Close-up of the layout:
Window x 37 to 62, y 49 to 74 um. Cells in grey, sequential cells in the stronger grey; small squares are vias.
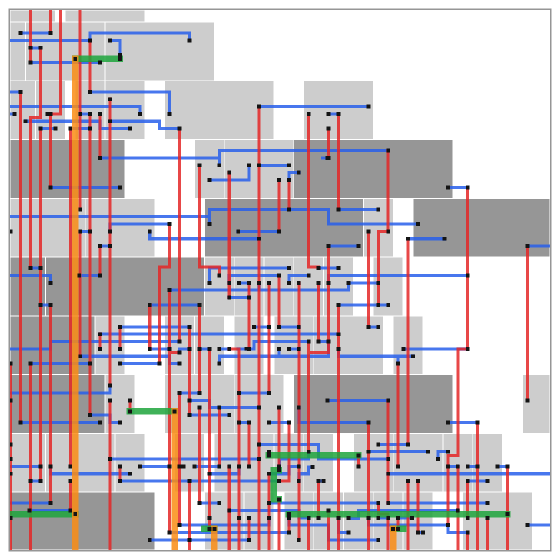
Congestion heat map:
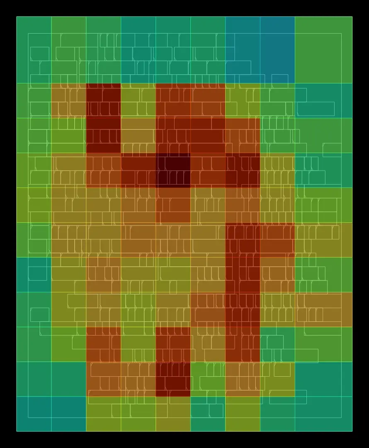
Register map, names as in the netlist:
Scale: 6 px per um. Other sequential cells in the stronger grey, the rest of the logic in the fainter grey.
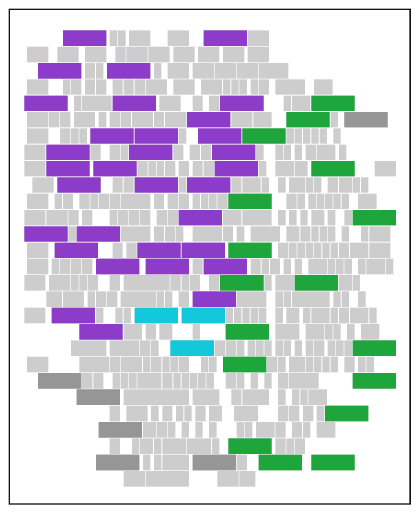
The metal 1 layer:
Scale: 3 px per um.
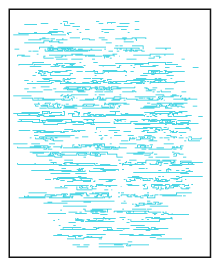
Selected gate families:
Scale: 3 px per um.
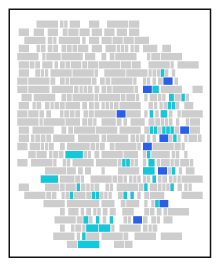
==> config.mk <==
export PLATFORM = sky130hd
export DESIGN_NAME = packet_assembler
export DESIGN_NICKNAME = d
export VERILOG_FILES = /design/src/rtl/packet_assembler_pkg.sv /design/src/rtl/byte_timeout_timer.sv /design/src/rtl/packet_assembler.sv
export SDC_FILE = /design/constraint.sdc
export NUM_CORES = 1
export LEC_CHECK = 0
export ABC_AREA = 1
export CORE_ASPECT_RATIO = 1.25
export CORE_MARGIN = 2
export CORE_UTILIZATION = 57
export DETAILED_ROUTE_END_ITERATION = 10
export PLACE_DENSITY = 0.95
export SYNTH_ARGS = -nofsm -noshare
export SYNTH_HDL_FRONTEND = slang
export SYNTH_SLANG_ARGS = --single-unit
==> constraint.sdc <==
create_clock -name clk -period 4.35 [get_ports clk]
set_clock_uncertainty 0.05 [all_clocks]
set_input_delay 0.6525 -clock clk [delete_from_list [all_inputs] [get_ports clk]]
set_output_delay 0.6525 -clock clk [all_outputs]
set_load 0.02 [all_outputs]
==> src/rtl/packet_assembler_pkg.sv <==
`default_nettype none
// ============================================================================
// Module      : packet_assembler_pkg
// Description : Shared definitions for the UART receive path and the packet
//               assembler: FSM state encodings, default packet width, and the
//               clock/baud figures the inter-byte timeout is derived from.
// Revision    : 1.0 - initial release
// ============================================================================
package packet_assembler_pkg;

  // Assembler FSM states. The encodings are fixed because the packet sender
  // on the TX side decodes the same values.
  typedef enum logic [1:0] {
    ST_IDLE = 2'd0,
    ST_RECV = 2'd1,
    ST_HOLD = 2'd2
  } state_t;

  localparam int CLK_HZ              = 12_000_000;
  localparam int BAUD                = 115_200;
  localparam int DEFAULT_PACKET_SIZE = 32;
  // About 10 ms of silence between bytes ends a partial packet.
  localparam int DEFAULT_TIMEOUT_CYC = CLK_HZ / 100;

endpackage : packet_assembler_pkg
`default_nettype wire

==> src/rtl/byte_timeout_timer.sv <==
`default_nettype none
// ============================================================================
// Module      : byte_timeout_timer
// Description : Saturating cycle counter that flags when LIMIT-1 cycles have
//               elapsed since the last clear. Reusable as a TX watchdog.
// Ports       : clk, rst   - clock, synchronous active-high reset
//               i_clear    - restart counting from zero (wins over i_enable)
//               i_enable   - count this cycle
//               o_expired  - counter sits at LIMIT-1
// Revision    : 1.0 - initial release
// ============================================================================
module byte_timeout_timer #(
  parameter int LIMIT = 120_000
) (
  input  logic clk,
  input  logic rst,
  input  logic i_clear,
  input  logic i_enable,
  output logic o_expired
);

  localparam int            TW          = (LIMIT > 1) ? $clog2(LIMIT) : 1;
  localparam logic [TW-1:0] c_last_tick = TW'(LIMIT - 1);

  logic [TW-1:0] r_count;

  // Stops at LIMIT-1 rather than wrapping, so expiry is sticky until cleared.
  always_ff @(posedge clk) begin
    if (rst || i_clear) begin
      r_count <= '0;
    end else if (i_enable && (r_count != c_last_tick)) begin
      r_count <= r_count + TW'(1);
    end
  end

  assign o_expired = (r_count == c_last_tick);

endmodule : byte_timeout_timer
`default_nettype wire

==> src/rtl/packet_assembler.sv <==
`default_nettype none
// ============================================================================
// Module      : packet_assembler
// Description : Assembles bytes from the UART receiver into a PACKET_SIZE-bit
//               packet (first byte in the LSB lane), holds it until the
//               consumer acknowledges, drops partial packets after an
//               inter-byte timeout and flags bytes lost while holding.
// Ports       : clk, rst           - clock, synchronous active-high reset
//               rxbyte, rxvalid    - byte and one-cycle strobe from UART RX
//               pkt_ack            - consumer took buff (only used in HOLD)
//               buff               - assembled packet
//               pkt_valid          - buff holds a complete packet
//               busy               - partial packet in progress
//               timeout_err        - pulse: partial packet discarded
//               overrun_err        - pulse: byte dropped while holding
// Revision    : 1.0 - initial release
// ============================================================================
module packet_assembler
  import packet_assembler_pkg::*;
#(
  parameter int PACKET_SIZE = DEFAULT_PACKET_SIZE,
  parameter int TIMEOUT_CYC = DEFAULT_TIMEOUT_CYC
) (
  input  logic                   clk,
  input  logic                   rst,
  input  logic [7:0]             rxbyte,
  input  logic                   rxvalid,
  input  logic                   pkt_ack,
  output logic [PACKET_SIZE-1:0] buff,
  output logic                   pkt_valid,
  output logic                   busy,
  output logic                   timeout_err,
  output logic                   overrun_err
);

  localparam int            NBYTES      = PACKET_SIZE / 8;
  localparam int            CW          = $clog2(NBYTES + 1);
  localparam logic [CW-1:0] c_last_lane = CW'(NBYTES - 1);

  state_t                 r_state;
  logic [CW-1:0]          r_count;
  logic [PACKET_SIZE-1:0] r_buff;
  logic                   r_pkt_valid;
  logic                   r_busy;
  logic                   r_timeout_err;
  logic                   r_overrun_err;

  state_t                 w_state_next;
  logic [CW-1:0]          w_count_next;
  logic [PACKET_SIZE-1:0] w_buff_next;
  logic                   w_lane_we;
  logic [CW-1:0]          w_lane_idx;
  logic                   w_timeout_next;
  logic                   w_overrun_next;
  logic                   w_expired;
  logic                   w_timer_clear;
  logic                   w_timer_enable;

  // Timer only runs while a packet is partial; any accepted byte restarts it.
  assign w_timer_clear  = (r_state != ST_RECV) || rxvalid;
  assign w_timer_enable = (r_state == ST_RECV);

  byte_timeout_timer #(
    .LIMIT (TIMEOUT_CYC)
  ) u_timer (
    .clk       (clk),
    .rst       (rst),
    .i_clear   (w_timer_clear),
    .i_enable  (w_timer_enable),
    .o_expired (w_expired)
  );

  // Next-state, counter and lane-write decode.
  always_comb begin
    w_state_next   = r_state;
    w_count_next   = r_count;
    w_lane_we      = 1'b0;
    w_lane_idx     = '0;
    w_timeout_next = 1'b0;
    w_overrun_next = 1'b0;

    case (r_state)
      ST_IDLE: begin
        if (rxvalid) begin
          w_lane_we    = 1'b1;
          w_lane_idx   = '0;
          w_count_next = CW'(1);
          w_state_next = (NBYTES == 1) ? ST_HOLD : ST_RECV;
        end
      end
      ST_RECV: begin
        // A byte arriving on the expiry cycle wins over the timeout.
        if (rxvalid) begin
          w_lane_we    = 1'b1;
          w_lane_idx   = r_count;
          w_count_next = r_count + CW'(1);
          if (r_count == c_last_lane) begin
            w_state_next = ST_HOLD;
          end
        end else if (w_expired) begin
          w_timeout_next = 1'b1;
          w_count_next   = '0;
          w_state_next   = ST_IDLE;
        end
      end
      ST_HOLD: begin
        w_overrun_next = rxvalid;
        if (pkt_ack) begin
          w_count_next = '0;
          w_state_next = ST_IDLE;
        end
      end
      default: begin
        w_count_next = '0;
        w_state_next = ST_IDLE;
      end
    endcase

    // Timed-out packets leave their stale bytes in place; pkt_valid gates them.
    w_buff_next = r_buff;
    if (w_lane_we) begin
      for (int k = 0; k < NBYTES; k++) begin
        if (w_lane_idx == CW'(k)) begin
          w_buff_next[8*k +: 8] = rxbyte;
        end
      end
    end
  end

  // Status outputs are registered from the next state so they line up with it.
  always_ff @(posedge clk) begin
    if (rst) begin
      r_state       <= ST_IDLE;
      r_count       <= '0;
      r_buff        <= '0;
      r_pkt_valid   <= 1'b0;
      r_busy        <= 1'b0;
      r_timeout_err <= 1'b0;
      r_overrun_err <= 1'b0;
    end else begin
      r_state       <= w_state_next;
      r_count       <= w_count_next;
      r_buff        <= w_buff_next;
      r_pkt_valid   <= (w_state_next == ST_HOLD);
      r_busy        <= (w_state_next == ST_RECV);
      r_timeout_err <= w_timeout_next;
      r_overrun_err <= w_overrun_next;
    end
  end

  assign buff        = r_buff;
  assign pkt_valid   = r_pkt_valid;
  assign busy        = r_busy;
  assign timeout_err = r_timeout_err;
  assign overrun_err = r_overrun_err;

endmodule : packet_assembler
`default_nettype wire

==> results.yml <==
# physical design summary
power_and_ir_drop:
  p_clk_uw: 526
  p_comb_share_pct: 9.4
  top_power_group: "sequential cells"
  power_switching_share_pct: 25.0
setup_path:
  slowest_delay_ns: 0.63
  rr_startpoint: "r_count[1]"
  path_delay_family: "simple AND/OR/NAND/NOR gates"
  cp_data_arrival_time_ns: 2.44
  critPathBufInv: 1
layout:
  design.seq.count: 58
  clkCellAreaFrac_pct: 6.18
  layout-drive-gt1-share_pct: 11.7
  largestClassByArea: "multi-input combinational cells"
yosys:
  synth_seq_share_pct: 41.6
  simple_gate_share_pct: 32.7
  yosysTopAreaCell: "dfxtp_1"
  common_cells: "nand2_1, dfxtp_1, a21oi_1"
  top_logic_kind: "simple AND/OR/NAND/NOR gates"
  yosys_most_used_dff: "dfxtp_1"
  avgSynthCellArea_um2: 7.42
  async_reset_ff_share_pct: 0
final_timing:
  setup_viol: 0
  finalCritPeriodShare_pct: 52.3
  worstMarginPinSlew_ns: 0.594
  final.setup.worst_slack_ns: 2.08
run_status:
  status: "finished, final reports clean"
global_route:
  grt_max_degree: 32
cts:
  h-tree-depth: 3
  clock_sink_count: 58
route:
  wl_met1_um: 2660
  ant_nets: 0
  vias: 2739
min_path:
  holdCritStartpoint: "buff[1]"
  worstHoldEndpoint: "buff[1]"
  hp-class: "reg -> reg"
die:
  die_area_um2: 5470
placement:
  gp_congestion: 0.875
  placedCellCount: 471
Notes on 'close-up of the layout' above:
| colour | layer |
|---|---|
| red | M2 |
| green | M3 |
| blue | M1 |
| orange | M4 |
netlist names of flops here include: u_timer.r_count (5), buff (3)
sequential cells in the window: 9
most frequent: nand2_1 (17), dfxtp_1 (9), inv_1 (7)
cells with their middle in the window: 57

Notes on 'congestion heat map' above:
gr usage total: 27.5%
met1 GRT Util: 29.6%
GRT met3 Usage: 8.27%
busiest grt layer: met2

Notes on 'register map, names as in the netlist' above:
| colour | name in the netlist | placed flops |
|---|---|---|
| cyan | r_count | 3 |
| purple | buff | 32 |
| green | u_timer.r_count | 17 |
not coloured: 6
Finished Core Util: 73.2%
sequential cell area share: 33.5%
Seq power: 559 uW
Seq. cell area: 1160 um2

Notes on 'the metal 1 layer' above:
main direction: horizontal
wire length on this layer: 2660 um
nets with wire on the layer: 392
longest straight run: 17.9 um
share of all routed wire: 38%

Notes on 'selected gate families' above:
| colour | family | cells | most used |
|---|---|---|---|
| blue | xor and xnor cells | 9 | xor2_1 |
| cyan | nor cells | 39 | nor2_1 |

Power figures rest on the tool's default switching activity, not on a simulated workload.
